[config.mk]
export PLATFORM = sky130hd
export DESIGN_NAME = mshr_pair_alloc_ctrl
export DESIGN_NICKNAME = d
export VERILOG_FILES = /design/src/rtl/vector_cache_pkg.sv /design/src/rtl/cmn_lead_two.sv /design/src/rtl/mshr_pair_alloc_ctrl.sv
export SDC_FILE = /design/constraint.sdc
export NUM_CORES = 1
export LEC_CHECK = 0
export ABC_CLOCK_PERIOD_IN_PS = 7100
export CORE_ASPECT_RATIO = 1.25
export CORE_MARGIN = 3
export CORE_UTILIZATION = 29
export DETAILED_ROUTE_END_ITERATION = 10
export SLEW_MARGIN = 25
export SYNTH_ARGS = -nofsm -noshare
export SYNTH_HDL_FRONTEND = slang
export SYNTH_SLANG_ARGS = --single-unit
[constraint.sdc]
create_clock -name clk -period 7.1 [get_ports clk]
set_input_delay 1.42 -clock clk [delete_from_list [all_inputs] [get_ports clk]]
set_output_delay 1.42 -clock clk [all_outputs]
set_load 0.02 [all_outputs]
[src/rtl/vector_cache_pkg.sv]
// Shared vector-cache types and constants used by the MSHR pair allocator.
package vector_cache_pkg;

  localparam int MSHR_ENTRY_NUM = 16;
  localparam int MSHR_IDX_WIDTH = $clog2(MSHR_ENTRY_NUM);

  typedef logic [MSHR_IDX_WIDTH-1:0] mshr_idx_t;

  typedef enum logic {
    OFFER_IDLE = 1'b0,
    OFFER_HOLD = 1'b1
  } mshr_alloc_st_e;

endpackage

[src/rtl/cmn_lead_two.sv]
// Finds the two lowest set bits of a vector; each result carries its own valid.
module cmn_lead_two #(
  parameter int WIDTH = 16,
  localparam int IW = $clog2(WIDTH)
) (
  input  logic [WIDTH-1:0] i_vec,
  output logic             o_vld_1,
  output logic [IW-1:0]    o_idx_1,
  output logic             o_vld_2,
  output logic [IW-1:0]    o_idx_2
);

  always_comb begin
    o_vld_1 = 1'b0;
    o_idx_1 = '0;
    o_vld_2 = 1'b0;
    o_idx_2 = '0;
    for (int i = 0; i < WIDTH; i++) begin
      if (i_vec[i]) begin
        if (!o_vld_1) begin
          o_vld_1 = 1'b1;
          o_idx_1 = IW'(i);
        end else if (!o_vld_2) begin
          o_vld_2 = 1'b1;
          o_idx_2 = IW'(i);
        end
      end
    end
  end

endmodule

[src/rtl/mshr_pair_alloc_ctrl.sv]
// MSHR free-list manager offering two distinct free entries per handshake.
// Optional release checking is enabled by defining MSHR_PAIR_ALLOC_REL_CHK_EN.
module mshr_pair_alloc_ctrl
  import vector_cache_pkg::*;
#(
  parameter int ENTRY_NUM       = MSHR_ENTRY_NUM,
  parameter int ENTRY_IDX_WIDTH = $clog2(ENTRY_NUM),
  parameter int REL_NUM         = 2,
  localparam int CNT_W          = $clog2(ENTRY_NUM + 1)
) (
  input  logic                       clk,
  input  logic                       rst_n,
  output logic                       mshr_alloc_vld,
  output logic [ENTRY_IDX_WIDTH-1:0] mshr_alloc_idx_1,
  output logic [ENTRY_IDX_WIDTH-1:0] mshr_alloc_idx_2,
  input  logic                       mshr_alloc_rdy,
  input  logic [REL_NUM-1:0]         v_rel_vld,
  input  logic [ENTRY_IDX_WIDTH-1:0] v_rel_idx [REL_NUM],
  output logic [ENTRY_NUM-1:0]       v_entry_busy,
  output logic [CNT_W-1:0]           free_cnt,
  output logic                       all_busy,
  output logic                       rel_err
);

  mshr_alloc_st_e             r_state;
  logic                       r_vld;
  logic                       r_init;
  logic [ENTRY_IDX_WIDTH-1:0] r_idx_1;
  logic [ENTRY_IDX_WIDTH-1:0] r_idx_2;
  logic [ENTRY_NUM-1:0]       r_busy;

  logic [ENTRY_NUM-1:0]       w_offered_mask;
  logic [ENTRY_NUM-1:0]       w_avail;
  logic [ENTRY_NUM-1:0]       w_rel_clr;
  logic [ENTRY_NUM-1:0]       w_busy_nxt;
  logic                       w_hs;
  logic                       w_cand_vld_1;
  logic                       w_cand_vld_2;
  logic [ENTRY_IDX_WIDTH-1:0] w_cand_idx_1;
  logic [ENTRY_IDX_WIDTH-1:0] w_cand_idx_2;
  logic [CNT_W-1:0]           w_free_cnt;

  // The pair currently on offer is excluded so the next pair is always distinct.
  always_comb begin
    w_offered_mask = '0;
    if (r_vld) begin
      w_offered_mask[r_idx_1] = 1'b1;
      w_offered_mask[r_idx_2] = 1'b1;
    end
  end

  assign w_avail = ~r_busy & ~w_offered_mask;
  assign w_hs    = r_vld & mshr_alloc_rdy;

  cmn_lead_two #(
    .WIDTH(ENTRY_NUM)
  ) u_lead_two (
    .i_vec  (w_avail),
    .o_vld_1(w_cand_vld_1),
    .o_idx_1(w_cand_idx_1),
    .o_vld_2(w_cand_vld_2),
    .o_idx_2(w_cand_idx_2)
  );

`ifdef MSHR_PAIR_ALLOC_REL_CHK_EN
  logic w_rel_bad;
  logic w_dup;
  logic r_rel_err;

  // Offered entries are never busy, so the busy test also catches them.
  always_comb begin
    w_rel_clr = '0;
    w_rel_bad = 1'b0;
    w_dup     = 1'b0;
    for (int p = 0; p < REL_NUM; p++) begin
      w_dup = 1'b0;
      for (int q = 0; q < p; q++) begin
        if (v_rel_vld[q] && (v_rel_idx[q] == v_rel_idx[p])) w_dup = 1'b1;
      end
      if (v_rel_vld[p]) begin
        if (w_dup || !r_busy[v_rel_idx[p]]) w_rel_bad = 1'b1;
        else w_rel_clr[v_rel_idx[p]] = 1'b1;
      end
    end
  end

  always_ff @(posedge clk) begin
    if (!rst_n) r_rel_err <= 1'b0;
    else if (w_rel_bad) r_rel_err <= 1'b1;
  end

  assign rel_err = r_rel_err;

  a_rel_legal: assert property (@(posedge clk) disable iff (!rst_n) !w_rel_bad);
`else
  always_comb begin
    w_rel_clr = '0;
    for (int p = 0; p < REL_NUM; p++) begin
      if (v_rel_vld[p]) w_rel_clr[v_rel_idx[p]] = 1'b1;
    end
  end

  assign rel_err = 1'b0;
`endif

  // Allocation is applied after release so a stray release cannot undo it.
  assign w_busy_nxt = (r_busy & ~w_rel_clr) | (w_hs ? w_offered_mask : '0);

  // r_init holds off the first offer by one cycle after reset.
  always_ff @(posedge clk) begin
    if (!rst_n) begin
      r_state <= OFFER_IDLE;
      r_vld   <= 1'b0;
      r_init  <= 1'b0;
      r_idx_1 <= '0;
      r_idx_2 <= '0;
      r_busy  <= '0;
    end else begin
      r_init <= 1'b1;
      r_busy <= w_busy_nxt;
      case (r_state)
        OFFER_IDLE: begin
          if (r_init && w_cand_vld_1 && w_cand_vld_2) begin
            r_state <= OFFER_HOLD;
            r_vld   <= 1'b1;
            r_idx_1 <= w_cand_idx_1;
            r_idx_2 <= w_cand_idx_2;
          end
        end
        OFFER_HOLD: begin
          if (mshr_alloc_rdy) begin
            if (w_cand_vld_1 && w_cand_vld_2) begin
              r_idx_1 <= w_cand_idx_1;
              r_idx_2 <= w_cand_idx_2;
            end else begin
              r_state <= OFFER_IDLE;
              r_vld   <= 1'b0;
            end
          end
        end
        default: begin
          r_state <= OFFER_IDLE;
          r_vld   <= 1'b0;
        end
      endcase
    end
  end

  always_comb begin
    w_free_cnt = '0;
    for (int i = 0; i < ENTRY_NUM; i++) begin
      w_free_cnt = w_free_cnt + {{(CNT_W-1){1'b0}}, ~r_busy[i]};
    end
  end

  assign mshr_alloc_vld   = r_vld;
  assign mshr_alloc_idx_1 = r_idx_1;
  assign mshr_alloc_idx_2 = r_idx_2;
  assign v_entry_busy     = r_busy;
  assign free_cnt         = w_free_cnt;
  assign all_busy         = &r_busy;

endmodule

==> impl_summary.log, run 1 <==
[report] implementation figures
INFO  metric vert_die_dim = between 100 and 150 µm
INFO  metric ys_async_rst_share = 0%
INFO  metric grt_max_degree = 30
INFO  metric fp-utilization = between 30% and 40%
INFO  metric layout_top_cell_excl_fill_tap = sky130_fd_sc_hd__clkdlybuf4s50_1
INFO  metric yosysUniqueCellTypes = between 70 and 80
INFO  metric switching_power_as_a_share_of_total_power = between 30% and 40%
INFO  metric warnings = 31
INFO  metric max_freq = around 170 MHz
INFO  metric chip_area = 11620 µm²
INFO  metric power.sequential.fraction = around 37%
INFO  metric outcome = complete, no violations
INFO  metric ys_seq_share = a little under a fifth
INFO  metric synthesis.instances = between 300 and 400
INFO  metric start_kind = flop
INFO  metric timing.final.crit_period = between 5 and 6 ns
INFO  metric clock_tree_from_tritoncts = yes
INFO  metric dominant_power_group = registers
INFO  metric wire_length_of_the_first_global_routing_pass = between 15000 and 20000 µm
INFO  metric enable_flop_cells = 0
INFO  metric most_frequently_placed_logic_cells_in_the_final_layout = sky130_fd_sc_hd__clkdlybuf4s50_1, sky130_fd_sc_hd__a21oi_1, sky130_fd_sc_hd__nand2_1
INFO  metric syn-mean-instance-area = ~7.8 µm²
INFO  metric worst_slack = approximately 1.4 ns
INFO  metric slew_violations = 0
INFO  metric post_layout_nonfiller_instances = ~540
INFO  metric tapcell.inserted = 126
INFO  metric yosys_chip_area = ~3000 µm²
INFO  metric cts_setup_buffers = 0
INFO  metric rr_startpoint = mshr_alloc_idx_1[1]
INFO  metric worstHoldStart = r_init
INFO  metric timing.hold.worst_path_depth = 1
INFO  metric detailroute.via_count = between 3000 and 4000
INFO  metric cpMaxStageDelayCell = sky130_fd_sc_hd__clkdlybuf4s50_1
INFO  metric cts_buffers = 3
INFO  metric relSlewSlack = a little over a third
INFO  metric slowest_delay = approximately 0.60 ns
INFO  metric critical_path.reg2reg.endpoint = mshr_alloc_idx_1[1]
INFO  metric clock_sinks = 27
INFO  metric vdd_drop_max = 0.08867 mV
INFO  metric count_of_h_tree_levels_built_during_cts = 1
INFO  metric detail_route.first_pass.iterations = 7
INFO  metric p_clk = 142 µW
INFO  metric yosysCellCount = 385
INFO  metric reg2reg_depth = 12
INFO  metric topCombFamilyByArea = AND-OR/OR-AND gates
INFO  metric fin_util = roughly 36%
INFO  metric area.share.combinational = a little over three fifths
INFO  metric clock.latency.late_pin = 0.28 ns
INFO  metric clock_path_buffers = 2
INFO  metric dr_wl_met3 = ~360 µm
INFO  metric post_synth_and_or_nand_nor_area_fraction = between 20 and 30%
INFO  metric synthDominantCellAreaShare = 18.00%
INFO  metric post-place-cells = around 530
INFO  metric critical_path_buf_inv_count = 3
INFO  metric fin_total_pwr = a little under 500 µW
INFO  metric finalCritPeriodShare = between 80% and 90%
INFO  metric wl_met1 = about 4100 µm
INFO  metric floorplan.rows = ~40
INFO  metric synthesis.yosys.warnings = 0
Run 1, cell area per tile:
Scale bar: 20 µm. The die is cut into 10 by 12 equal tiles; black is low, pale yellow is high, 0 to 100% covered.
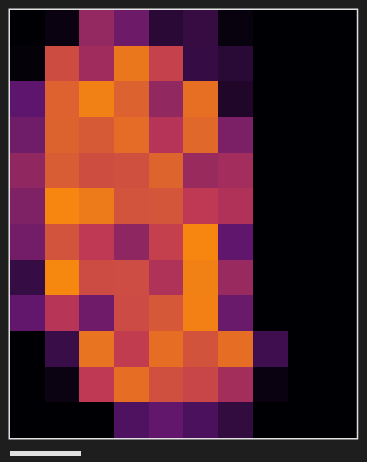
mean over tiles: 29%
fullest tile: 74%
emptiest ninth of the die: top right

Run 1, met2 routing:
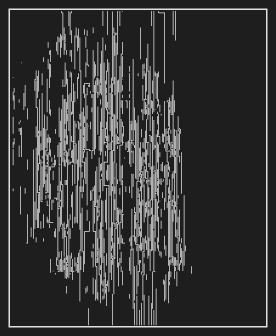
share of all routed wire: 52%
main direction: vertical
wire length on this layer: 5200 µm

Run 1, met1 routing:
Scale bar: 20 µm.
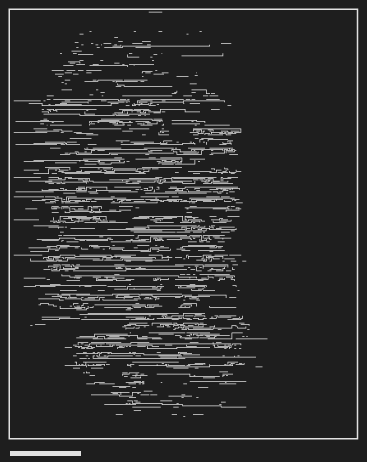
main direction: horizontal
longest straight run: 30.8 µm
share of all routed wire: 41%
nets with wire on the layer: 417

Run 1, signal metal coverage by tile:
Scale bar: 20 µm. The die is cut into 19 by 24 equal tiles; black is low, pale yellow is high, scaled to the fullest tile. Values are wire area over tile area, all layers added.
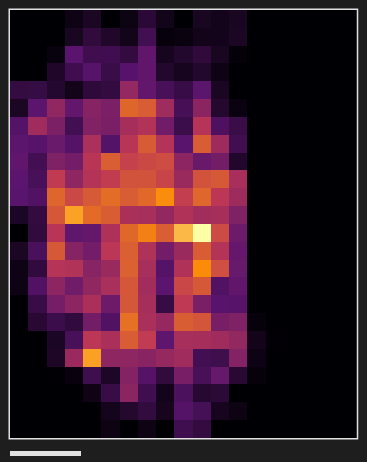
emptiest ninth of the die: top right
mean over tiles: 0.14
fullest tile: 0.74

Run 1, routing congestion map:
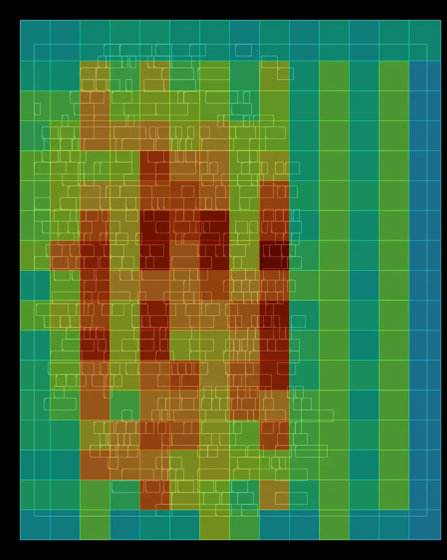

==> run 2: changes to the inputs <==
ABC_CLOCK_PERIOD_IN_PS = 5700   (was 7100)
clock period = 5.7 ns   (was 7.1 ns; I/O delays follow)
Run 2, routing congestion map:
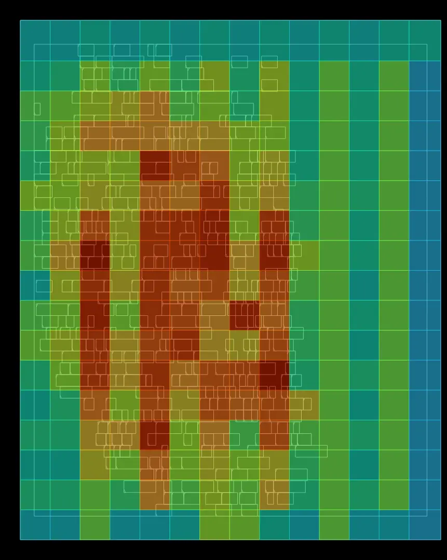
met3 layer usage reported by global route: 1.686%
WL per Instance: 18.58 µm
met2 GRT Util: 30.44%
Finished Core Util: 36.23%

==> impl_summary.log, run 2 <==
[report] implementation figures
INFO  metric clock_path_buffers = 2
INFO  metric max_freq = between 150 and 200 MHz
INFO  metric ys_seq_share = between 10% and 20%
INFO  metric clock_sinks = 27
INFO  metric area.share.combinational = between 60% and 70%
INFO  metric topCombFamilyByArea = AND-OR/OR-AND gates
INFO  metric p_clk = 173 µW
INFO  metric finalCritPeriodShare = a little over nine tenths
INFO  metric yosysUniqueCellTypes = approximately 74
INFO  metric timing.final.crit_period = about 5.4 ns
INFO  metric critical_path_buf_inv_count = 3
INFO  metric fin_total_pwr = approximately 610 µW
INFO  metric cts_setup_buffers = 0
INFO  metric wire_length_of_the_first_global_routing_pass = between 15000 and 20000 µm
INFO  metric chip_area = between 10000 and 15000 µm²
INFO  metric slowest_delay = just under 0.6 ns
INFO  metric warnings = 31
INFO  metric layout_top_cell_excl_fill_tap = sky130_fd_sc_hd__clkdlybuf4s50_1
INFO  metric rr_startpoint = mshr_alloc_idx_1[0]
INFO  metric vert_die_dim = ~120 µm
INFO  metric yosys_chip_area = approximately 3000 µm²
INFO  metric detail_route.first_pass.iterations = 7
INFO  metric outcome = complete, no violations
INFO  metric power.sequential.fraction = around 37%
INFO  metric dr_wl_met3 = ~450 µm
INFO  metric cts_buffers = 3
INFO  metric start_kind = flop
INFO  metric switching_power_as_a_share_of_total_power = 35.55%
INFO  metric reg2reg_depth = 14
INFO  metric count_of_h_tree_levels_built_during_cts = 1
INFO  metric floorplan.rows = 40
INFO  metric worst_slack = 0.3091 ns
INFO  metric fp-utilization = approximately 30%
INFO  metric synthesis.yosys.warnings = 0
INFO  metric syn-mean-instance-area = around 7.8 µm²
INFO  metric critical_path.reg2reg.endpoint = mshr_alloc_idx_1[1]
INFO  metric wl_met1 = 4025 µm
INFO  metric worstHoldStart = r_init
Run 2, cell area per tile:
Scale bar: 20 µm. The die is cut into 10 by 12 equal tiles; black is low, pale yellow is high, 0 to 100% covered.
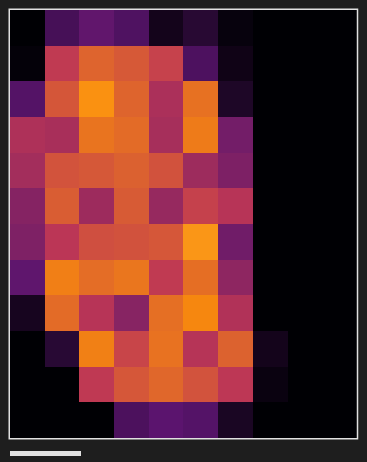
tiles over 75% full: 1.7%
mean over tiles: 29%
nearly empty tiles: 35%

No activity file was given, so power comes from the tool's default toggle rates.
